==> images/zoom.png <==
Bar = 10 um. Window x 38 to 63, y 18 to 43 um. Cells in grey, sequential cells in the stronger grey; small squares are vias.
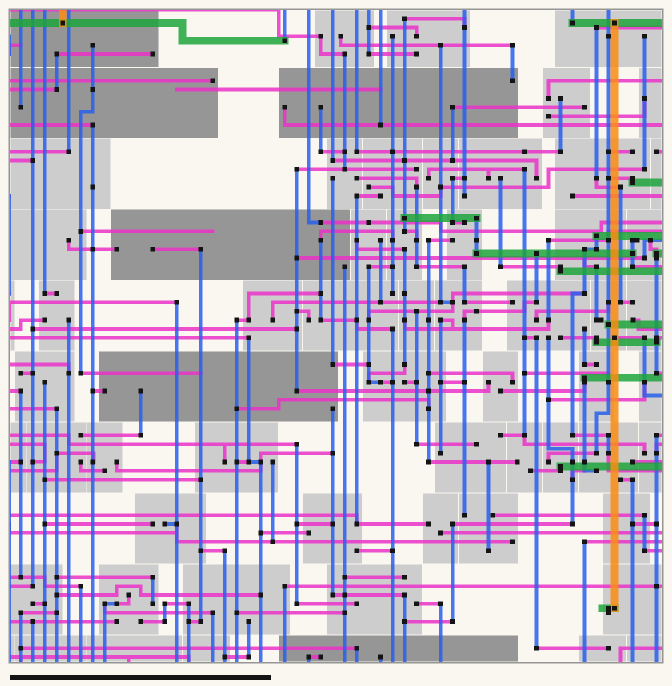
==> images/final_placement.png <==
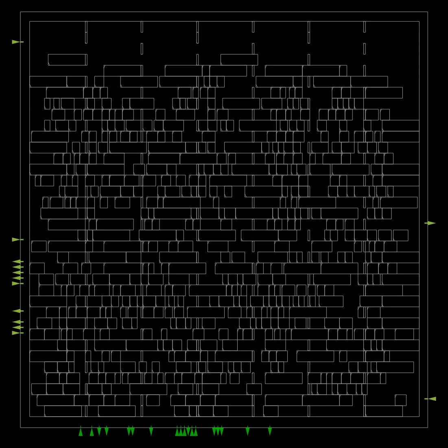
==> images/wire_density.png <==
The die is cut into 20 by 21 equal tiles; black is low, pale yellow is high, scaled to the fullest tile. Values are wire area over tile area, all layers added.
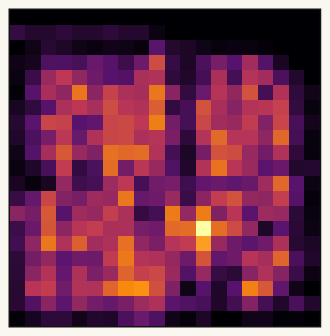
File: config.mk
export PLATFORM = sky130hd
export DESIGN_NAME = countdown_sequencer
export DESIGN_NICKNAME = d
export VERILOG_FILES = /design/src/rtl/timer_pkg.sv /design/src/rtl/bcd_mmss_counter.sv /design/src/rtl/countdown_sequencer.sv
export SDC_FILE = /design/constraint.sdc
export NUM_CORES = 1
export LEC_CHECK = 0
export CAP_MARGIN = 5
export CORE_AREA = 2 2 99 101
export CTS_CLUSTER_DIAMETER = 80
export DETAILED_ROUTE_END_ITERATION = 8
export DIE_AREA = 0 0 101 103
export PLACE_DENSITY = 0.73
export SETUP_SLACK_MARGIN = 0.02
export SLEW_MARGIN = 15
export SYNTH_ARGS = -nofsm -noshare
export SYNTH_HDL_FRONTEND = slang
export SYNTH_HIERARCHICAL = 1
export SYNTH_SLANG_ARGS = --single-unit
File: constraint.sdc
create_clock -name clk -period 4.95 [get_ports clk]
set_input_delay 0.495 -clock clk [delete_from_list [all_inputs] [get_ports clk]]
set_output_delay 0.495 -clock clk [all_outputs]
set_load 0.005 [all_outputs]
File: src/rtl/timer_pkg.sv
// Shared types and constants for the mm:ss countdown timer.
// Holds the sequencer state encoding, BCD digit type and entry clamp limits.
package timer_pkg;

  typedef enum logic [2:0] {
    IDLE    = 3'd0,
    SET_SEC = 3'd1,
    RUN     = 3'd2,
    PAUSE   = 3'd3,
    ALARM   = 3'd4
  } state_t;

  typedef logic [3:0] bcd_t;

  localparam bcd_t MAX_ONES     = 4'd9;
  localparam bcd_t MAX_SEC_TENS = 4'd5;

  function automatic bcd_t clamp_digit(input bcd_t d, input bcd_t lim);
    return (d > lim) ? lim : d;
  endfunction

endpackage

File: src/rtl/bcd_mmss_counter.sv
// Four-digit BCD mm:ss register with clamped entry loads and a borrow-chain decrement.
// Decrement saturates at 00:00; zero/last flag the current and next-to-zero time.
module bcd_mmss_counter
  import timer_pkg::*;
(
  input  logic       clk,
  input  logic       reset_n,
  input  logic       load_min,
  input  logic       load_sec,
  input  logic       dec,
  input  logic [7:0] sw,
  output logic [3:0] sec_ones,
  output logic [3:0] sec_tens,
  output logic [3:0] min_ones,
  output logic [3:0] min_tens,
  output logic       zero,
  output logic       last
);

  assign zero = (min_tens == 4'd0) && (min_ones == 4'd0) &&
                (sec_tens == 4'd0) && (sec_ones == 4'd0);
  assign last = (min_tens == 4'd0) && (min_ones == 4'd0) &&
                (sec_tens == 4'd0) && (sec_ones == 4'd1);

  // Digit registers: loads take priority; decrement borrows ones -> tens -> minutes.
  always_ff @(posedge clk or negedge reset_n) begin
    if (!reset_n) begin
      sec_ones <= 4'd0;
      sec_tens <= 4'd0;
      min_ones <= 4'd0;
      min_tens <= 4'd0;
    end else if (load_min) begin
      min_tens <= clamp_digit(sw[7:4], MAX_ONES);
      min_ones <= clamp_digit(sw[3:0], MAX_ONES);
    end else if (load_sec) begin
      sec_tens <= clamp_digit(sw[7:4], MAX_SEC_TENS);
      sec_ones <= clamp_digit(sw[3:0], MAX_ONES);
    end else if (dec && !zero) begin
      if (sec_ones != 4'd0) begin
        sec_ones <= sec_ones - 4'd1;
      end else begin
        sec_ones <= MAX_ONES;
        if (sec_tens != 4'd0) begin
          sec_tens <= sec_tens - 4'd1;
        end else begin
          sec_tens <= MAX_SEC_TENS;
          if (min_ones != 4'd0) begin
            min_ones <= min_ones - 4'd1;
          end else begin
            // Not zero with all lower digits at 0 means min_tens is non-zero.
            min_ones <= MAX_ONES;
            min_tens <= min_tens - 4'd1;
          end
        end
      end
    end
  end

endmodule

File: src/rtl/countdown_sequencer.sv
// Egg-timer sequencer: entry, start/pause/resume, 1 Hz tick, countdown and timed alarm.
// All status outputs are registered; time digits come straight from the BCD register.
module countdown_sequencer
  import timer_pkg::*;
#(
  parameter int TICK_DIV   = 50000000,
  parameter int FLASH_DIV  = 25000000,
  parameter int ALARM_SECS = 10
) (
  input  logic       clk,
  input  logic       reset_n,
  input  logic       set_p,
  input  logic       start_stop_p,
  input  logic [7:0] sw,
  output logic [3:0] sec_ones,
  output logic [3:0] sec_tens,
  output logic [3:0] min_ones,
  output logic [3:0] min_tens,
  output logic       running,
  output logic       entry_sec,
  output logic       flash_on
);

  localparam int TICK_W  = (TICK_DIV > 1) ? $clog2(TICK_DIV) : 1;
  localparam int FLASH_W = (FLASH_DIV > 1) ? $clog2(FLASH_DIV) : 1;
  localparam logic [TICK_W-1:0]  TICK_LAST  = TICK_W'(TICK_DIV - 1);
  localparam logic [TICK_W-1:0]  TICK_ONE   = TICK_W'(1);
  localparam logic [FLASH_W-1:0] FLASH_LAST = FLASH_W'(FLASH_DIV - 1);
  localparam logic [FLASH_W-1:0] FLASH_ONE  = FLASH_W'(1);
  localparam logic [7:0]         ALARM_LAST = 8'(ALARM_SECS - 1);

  state_t               state_r;
  logic [TICK_W-1:0]    tick_r;
  logic [FLASH_W-1:0]   flash_cnt_r;
  logic [7:0]           alarm_cnt_r;

  logic load_min_s;
  logic load_sec_s;
  logic dec_s;
  logic tick_wrap_s;
  logic to_idle_s;
  logic time_zero_s;
  logic time_last_s;

  bcd_mmss_counter u_time (
    .clk      (clk),
    .reset_n  (reset_n),
    .load_min (load_min_s),
    .load_sec (load_sec_s),
    .dec      (dec_s),
    .sw       (sw),
    .sec_ones (sec_ones),
    .sec_tens (sec_tens),
    .min_ones (min_ones),
    .min_tens (min_tens),
    .zero     (time_zero_s),
    .last     (time_last_s)
  );

  // Per-state strobes to the digit register and the common return-to-IDLE condition.
  always_comb begin
    load_min_s  = 1'b0;
    load_sec_s  = 1'b0;
    dec_s       = 1'b0;
    to_idle_s   = 1'b0;
    tick_wrap_s = (tick_r == TICK_LAST);
    case (state_r)
      IDLE:    load_min_s = set_p;
      SET_SEC: begin
        load_sec_s = set_p;
        to_idle_s  = set_p;
      end
      RUN: begin
        to_idle_s = set_p;
        dec_s     = !set_p && !start_stop_p && tick_wrap_s;
      end
      PAUSE:   to_idle_s = set_p;
      ALARM:   to_idle_s = set_p || start_stop_p ||
                           (tick_wrap_s && (alarm_cnt_r == ALARM_LAST));
      default: to_idle_s = 1'b1;
    endcase
  end

  // Sequencer FSM with tick divider, flash divider and alarm-second counter.
  always_ff @(posedge clk or negedge reset_n) begin
    if (!reset_n) begin
      state_r     <= IDLE;
      tick_r      <= '0;
      flash_cnt_r <= '0;
      alarm_cnt_r <= 8'd0;
      running     <= 1'b0;
      entry_sec   <= 1'b0;
      flash_on    <= 1'b0;
    end else if (to_idle_s) begin
      state_r     <= IDLE;
      tick_r      <= '0;
      flash_cnt_r <= '0;
      alarm_cnt_r <= 8'd0;
      running     <= 1'b0;
      entry_sec   <= 1'b0;
      flash_on    <= 1'b0;
    end else begin
      case (state_r)
        IDLE: begin
          if (set_p) begin
            state_r   <= SET_SEC;
            entry_sec <= 1'b1;
          end else if (start_stop_p && !time_zero_s) begin
            state_r <= RUN;
            running <= 1'b1;
            tick_r  <= '0;
          end
        end
        SET_SEC: entry_sec <= 1'b1;
        RUN: begin
          if (start_stop_p) begin
            state_r <= PAUSE;
            running <= 1'b0;
          end else if (tick_wrap_s) begin
            tick_r <= '0;
            if (time_last_s) begin
              state_r     <= ALARM;
              running     <= 1'b0;
              flash_on    <= 1'b1;
              flash_cnt_r <= '0;
              alarm_cnt_r <= 8'd0;
            end
          end else begin
            tick_r <= tick_r + TICK_ONE;
          end
        end
        PAUSE: begin
          // Tick count is held so a resume continues the interrupted second.
          if (start_stop_p) begin
            state_r <= RUN;
            running <= 1'b1;
          end
        end
        ALARM: begin
          if (flash_cnt_r == FLASH_LAST) begin
            flash_cnt_r <= '0;
            flash_on    <= !flash_on;
          end else begin
            flash_cnt_r <= flash_cnt_r + FLASH_ONE;
          end
          if (tick_wrap_s) begin
            tick_r      <= '0;
            alarm_cnt_r <= alarm_cnt_r + 8'd1;
          end else begin
            tick_r <= tick_r + TICK_ONE;
          end
        end
        default: state_r <= IDLE;
      endcase
    end
  end

endmodule

==> flow_summary.json <==
{
  "cts_tree": "yes",
  "cp_slowest_cell": "nor4bb_1",
  "outcome": "complete, no violations",
  "irDropWorstVdd_mv": 0.2623,
  "clock_latency_ps": 360,
  "cts_resized": 0,
  "r2r_slack_ps": 1600,
  "rsz0062_at_grt": "no",
  "nonClkBufAreaFrac_pct": 5.808,
  "utilization_pct": 58.31,
  "clkCellAreaFrac_pct": 3.085,
  "worst_r2r_endpoint": "flash_cnt_r[21]",
  "syn_nets": 592,
  "drt.antenna.violating_nets": 0,
  "p_per_area_nw_per_um2": 345.8,
  "enable_flop_cells": 0,
  "yosysMostFrequentCell": "dfrtp_1",
  "arrival_ps": 3610,
  "antenna_found_initial": 0,
  "rows": 36,
  "grt_pass1_vias": 4177,
  "diodes": 0,
  "gp_congestion": 0.9048,
  "ys.flop_type": "dfrtp_1",
  "portBuffers": 30,
  "synthXorXnorAreaFrac_pct": 1.222,
  "logic_area_sq_um": 2799,
  "hp-class": "in2async",
  "cp-endpoint": "flash_cnt_r[21]",
  "worst_pin_slew_ps": 1021,
  "final-setup-viol-count": 0,
  "maxCapViolCount": 0,
  "warning_count": 28,
  "drt_pass1_iterations": 5,
  "ys_cells": 574,
  "ff2ff_path_depth": 10,
  "critPathLaunch": "u_time/min_tens[0]",
  "flop-count": 81,
  "adder_share_pct": 1.497,
  "synth-seq-cells": 81,
  "clkbuf_count": 11,
  "die_area_sq_um": 10400,
  "worstSetupPathType": "reg2reg",
  "cts_buffer_depth": 2,
  "syn_area_sq_um": 5016,
  "cts_root_buffer": "clkbuf_8",
  "holdBufCountCts": 0,
  "grt_max_degree": 82,
  "inverters": 15,
  "end_kind": "flip-flop",
  "holdWs_ps": 279.9,
  "grt_overflow": 0,
  "boundaryPins": 31,
  "buffers": 33,
  "ys_sh_aoi_pct": 20.65,
  "dp.final_hpwl_mm": 8.075,
  "cp_num_buf_inv": 1,
  "simple_gate_area_share_pct": 30.01,
  "pre_cts_slack_ps": 1613,
  "skew_ps": 18.25,
  "n_fill_cell": 827,
  "drt-vias-per-instance": 6.292,
  "drt_iter0_drc": 262,
  "num_vias": 4467,
  "drc": 0,
  "synthArstFlopShare_pct": 100.0,
  "leakage_nw": 2.182,
  "setup_ws_ps": 1599,
  "post_cts_buffers": 0,
  "drive_gt1_share_pct": 8.389,
  "h-tree-depth": 3,
  "cts_sinks": 81,
  "seqCellArea_sq_um": 2027,
  "top_logic_kind": "simple AND/OR/NAND/NOR gates",
  "ys_warn_count": 6,
  "top_cells_by_area": "dfrtp_1 40%, o21ai_0 4.5%, nand2_1 4.2%",
  "die_height_um": 103,
  "biggestCellCategory": "logic gates",
  "max_stage_delay_ps": 540,
  "comb_area_share_pct": 50.75,
  "dpl-instance-area_sq_um": 5334,
  "synthMuxAreaShare_pct": 2.195,
  "design_area_sq_um": 5515,
  "logic_gates": 451,
  "fin_crit_ps": 3351,
  "final.setup.tns_ps": 0,
  "required_ps": 5210,
  "placedCellCount": 694,
  "ys_seq_share_pct": 40.41,
  "wl_mm": 11.73,
  "numCtsBuffers": 9,
  "rr_startpoint": "u_time/min_tens[0]",
  "die_w_um": 101,
  "clk_pin_slew_ps": 90,
  "hold_violations": 0,
  "fin_crit_sh_pct": 67.69,
  "synth.distinct_cells": 77,
  "cp.depth": 10
}
Back to the opening pictures, zoom.png:
met4: shown in orange. met3: shown in green. met1: shown in magenta. met2: shown in blue.
Sequential cells in the window: 5. 49 logic cells have their middle in the window. Most frequent: nor2_1 (6), nand2_1 (6), dfrtp_1 (5). Netlist names of flops here include u_time/min_ones (2), u_time/sec_ones (2).

Back to the opening pictures, final_placement.png:
Seq area share: 36.75%
Tap Cells: 114
Core Area: 9459 sq um
Post-Layout Cell Count: 710

Back to the opening pictures, wire_density.png:
The fullest tile reaches 0.61. 12% of the tiles are nearly empty. 16% of the tiles are over half the peak. The mean over all tiles is 0.18.
total track usage: 23.76%
drt wl/cell: 16.51 um

[registers in the layout, summed over array words and instances (netlist names)]
name / flops
alarm_cnt_r: 8
flash_on: 1
u_time/min_tens: 4
flash_cnt_r: 25
entry_sec: 1
state_r: 3
running: 1
u_time/sec_tens: 4
u_time/min_ones: 4
u_time/sec_ones: 4
tick_r: 26
[power breakdown]
part | internal, mW | total [mW] | leakage [nW] | switching (mW)
clock network | 0.195 | 0.439 | 0.0933 | 0.245
registers | 0.730 | 0.844 | 1.09 | 0.113
logic | 0.291 | 0.624 | 0.998 | 0.333
[routing by layer]
| metal | vias up | global-route usage [%] | wire [um] |
|---|---|---|---|
| met4 | 0 | 7.796 | 174 |
| met2 | 99 | 39.03 | 5541 |
| met3 | 15 | 4.339 | 449 |
| li1 | 2184 | - | - |
| met1 | 2169 | 32.01 | 5560 |
| met5 | - | 0 | 0 |
[layout by cell type, fill, tap and decap left out, types with 3 or more instances in the layout]
cell type        synthesis  routed
a21o_1                   3       3
a21oi_1                 34      34
a31oi_1                 31      31
and2_1                   8       8
and3_1                  18      18
and4_1                   3       3
buf_4                    3       4
clkbuf_8                 0      10
clkdlybuf4s50_1          0      29
clkinv_2                 0       4
dfrtp_1                 81      81
ha_1                     6       6
inv_1                   15      15
mux2_2                   3       3
mux2i_1                  5       5
nand2_1                 56      56
nand2b_1                 7       7
nand3_1                 28      28
nand4_1                 17      17
nor2_1                  45      45
nor2b_1                  7       7
nor3_1                  14      14
nor3b_1                  6       6
nor4_1                   9       8
nor4_2                   2       3
nor4_4                   3       3
nor4b_1                  3       3
nor4bb_1                 3       3
o21a_1                   3       3
o21ai_0                 45      45
o21ai_1                  3       3
o221ai_1                10      10
o31ai_1                  6       6
or3_1                   17      17
xnor2_1                  6       6
Power is estimated from default activity; no workload was simulated.
